congestion_map.png
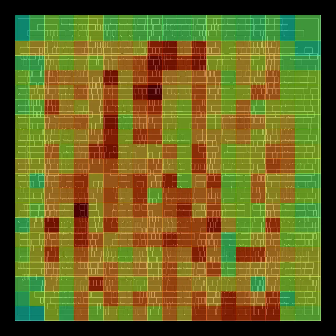
port_trees.png
Drawn at 2 px/um.
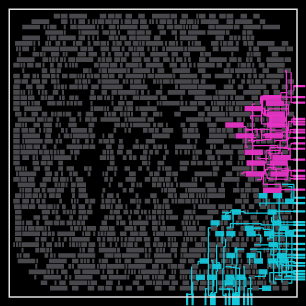
util_map.png
Drawn at 2 px/um. The die is cut into 14 by 14 equal tiles; dark blue is low, red is high, 0 to 100% covered.
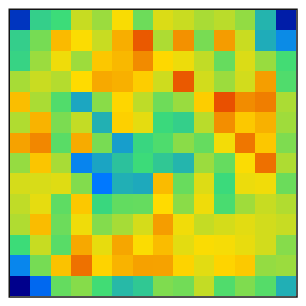
clock_wires.png
Drawn at 2 px/um.
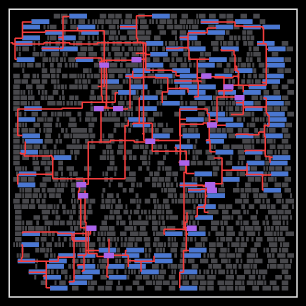
[src/rtl/branch_resolver.sv]
// Branch resolution unit for the EX stage.
// Computes outcome/target, updates the predictor and drives recovery.
module branch_resolver #(
    parameter int FLUSH_CYCLES = 2,
    parameter int CNT_W        = 16
) (
    input  logic             clk_i,
    input  logic             rst_i,
    input  logic             valid_i,
    input  logic [31:0]      pc_i,
    input  logic [2:0]       funct3_i,
    input  logic [31:0]      rs1_i,
    input  logic [31:0]      rs2_i,
    input  logic [31:0]      imm_i,
    input  logic             pred_taken_i,
    input  logic [31:0]      pred_target_i,
    output logic             upd_valid_o,
    output logic [31:0]      upd_pc_o,
    output logic [31:0]      upd_target_o,
    output logic             upd_taken_o,
    output logic             redirect_o,
    output logic [31:0]      redirect_pc_o,
    output logic             flush_o,
    output logic             busy_o,
    output logic [CNT_W-1:0] branch_cnt_o,
    output logic [CNT_W-1:0] mispredict_cnt_o
);

    typedef enum logic {IDLE, RECOVER} state_t;

    state_t      state_q, state_d;
    logic [3:0]  fcnt_q, fcnt_d;
    logic        legal;
    logic        taken;
    logic        accept;
    logic        mispredict;
    logic [31:0] target;
    logic [31:0] fallthru;

    // Branch condition evaluation and funct3 legality
    always_comb begin
        legal = 1'b1;
        taken = 1'b0;
        case (funct3_i)
            3'b000: taken = (rs1_i == rs2_i);
            3'b001: taken = (rs1_i != rs2_i);
            3'b100: taken = ($signed(rs1_i) < $signed(rs2_i));
            3'b101: taken = ($signed(rs1_i) >= $signed(rs2_i));
            3'b110: taken = (rs1_i < rs2_i);
            3'b111: taken = (rs1_i >= rs2_i);
            default: legal = 1'b0;
        endcase
    end

    assign target     = pc_i + imm_i;
    assign fallthru   = pc_i + 32'd4;
    assign mispredict = (taken != pred_taken_i) ||
                        (taken && (pred_target_i != target));
    assign accept     = valid_i && (state_q == IDLE) && legal;

    // FSM state and flush down-counter register
    always_ff @(posedge clk_i or posedge rst_i) begin
        if (rst_i) begin
            state_q <= IDLE;
            fcnt_q  <= 4'd0;
        end else begin
            state_q <= state_d;
            fcnt_q  <= fcnt_d;
        end
    end

    // Next state: a mispredict holds RECOVER for FLUSH_CYCLES cycles
    always_comb begin
        state_d = state_q;
        fcnt_d  = fcnt_q;
        case (state_q)
            IDLE: begin
                if (accept && mispredict) begin
                    state_d = RECOVER;
                    fcnt_d  = 4'(FLUSH_CYCLES - 1);
                end
            end
            RECOVER: begin
                if (fcnt_q == 4'd0) begin
                    state_d = IDLE;
                end else begin
                    fcnt_d = fcnt_q - 4'd1;
                end
            end
            default: begin
                state_d = IDLE;
                fcnt_d  = 4'd0;
            end
        endcase
    end

    // Recovery outputs are decoded from state so reset drops them at once
    always_comb begin
        flush_o = (state_q == RECOVER);
        busy_o  = (state_q == RECOVER);
    end

    // Predictor update and redirect strobes; data holds between strobes
    always_ff @(posedge clk_i or posedge rst_i) begin
        if (rst_i) begin
            upd_valid_o   <= 1'b0;
            upd_pc_o      <= 32'd0;
            upd_target_o  <= 32'd0;
            upd_taken_o   <= 1'b0;
            redirect_o    <= 1'b0;
            redirect_pc_o <= 32'd0;
        end else begin
            upd_valid_o <= accept;
            redirect_o  <= accept && mispredict;
            if (accept) begin
                upd_pc_o     <= pc_i;
                upd_target_o <= target;
                upd_taken_o  <= taken;
            end
            if (accept && mispredict) begin
                redirect_pc_o <= taken ? target : fallthru;
            end
        end
    end

    // Saturating performance counters
    always_ff @(posedge clk_i or posedge rst_i) begin
        if (rst_i) begin
            branch_cnt_o     <= '0;
            mispredict_cnt_o <= '0;
        end else begin
            if (accept && (branch_cnt_o != '1)) begin
                branch_cnt_o <= branch_cnt_o + 1'b1;
            end
            if (accept && mispredict && (mispredict_cnt_o != '1)) begin
                mispredict_cnt_o <= mispredict_cnt_o + 1'b1;
            end
        end
    end

endmodule

[config.mk]
export PLATFORM = sky130hd
export DESIGN_NAME = branch_resolver
export DESIGN_NICKNAME = d
export VERILOG_FILES = /design/src/rtl/branch_resolver.sv
export SDC_FILE = /design/constraint.sdc
export NUM_CORES = 1
export LEC_CHECK = 0
export CORE_UTILIZATION = 49
export CTS_BUF_LIST = sky130_fd_sc_hd__clkbuf_8
export DETAILED_ROUTE_END_ITERATION = 8
export PLACE_DENSITY = 0.8
export SLEW_MARGIN = 0
export SYNTH_ARGS = -nofsm -noshare
export SYNTH_HDL_FRONTEND = slang
export SYNTH_SLANG_ARGS = --single-unit
[constraint.sdc]
create_clock -name clk_i -period 5.6 [get_ports clk_i]
set_clock_uncertainty 0.2 [all_clocks]
set_input_delay 0.56 -clock clk_i [delete_from_list [all_inputs] [get_ports clk_i]]
set_output_delay 0.56 -clock clk_i [all_outputs]
set_load 0.03 [all_outputs]
==> out/results.txt <==
EDFF count, synth: 0
routability cong.: 0.927
Synth Net Count: 1400
row cnt: 51
logic share of the area: 44.6%
slowest cell delay on critical path: 0.56 ns
critical path type: input port to flip-flop
Area-dominant class: combinational gates
status: finished, final reports clean
Non-Filler Instances: 1722
VDD IR-drop max: 0.209 mV
Syn Area/Cell: 8.38 sq um
Buf/Inv on CP: 2
post-layout minimum cycle time: 4.95 ns
Iter 0 DRT Violations: 468
CP Launch Type: input port
Final non-clock buffer share: 22.9%
Switching Share: 45.2%
first-pass GRT wire length: 47500 um
register area: 3400 sq um
Post-CTS Setup Bufs: 0
dpl cell area: 13000 sq um
Top Consumer: combinational cells
Notes on congestion_map.png above:
grt peak-use layer: met2
post-route core utilization: 68.6%
GR Util met1: 39.0%

Notes on port_trees.png above:
- rs1_i: cyan (direction input; edge 17 right, 15 bottom; end cells 32; buffers 32; wire 833 um)
- branch_cnt_o: magenta (direction output; edge right; end cells 16; buffers 16; wire 555 um)
I/O pin cnt: 300
PortBufs: 299

Notes on util_map.png above:
- mean over tiles: 64%
- nearly empty tiles: 0.50%
- tiles over 75% full: 26%
- fullest tile: 91%

Notes on clock_wires.png above:
- clock wires: red (length 1910 um)
- clock-net drivers: purple (count 17)
- flip-flops: blue (count 136)
- flops lie: all over the die
Clock Power Share: 16.7%
Latency at later pin: 0.47 ns

==> kinds of logic (layout without fill, tap and decap cells) <==
logic type | Yosys count | count (layout) | synth area share (%)
muxes | 18 | 18 | 2.02
AOI/OAI and AO/OA | 260 | 260 | 17.1
adders and majority gates | 68 | 68 | 8.79
other | 0 | 1 | 0
and+or+nand+nor | 478 | 478 | 22.8
buffers and inverters | 97 | 388 | 4.18
DFF | 136 | 136 | 34.9
xor gates and xnor gates | 108 | 108 | 10.3
==> sequential cells by signal (all words and copies together), names as in the netlist <==
register / count
fcnt_q: 4
branch_cnt_o: 16
mispredict_cnt_o: 16
upd_target_o: 32
redirect_pc_o: 32
busy_o: 1
redirect_o: 1
upd_taken_o: 1
upd_pc_o: 32
upd_valid_o: 1
Power figures rest on the tool's default switching activity, not on a simulated workload.
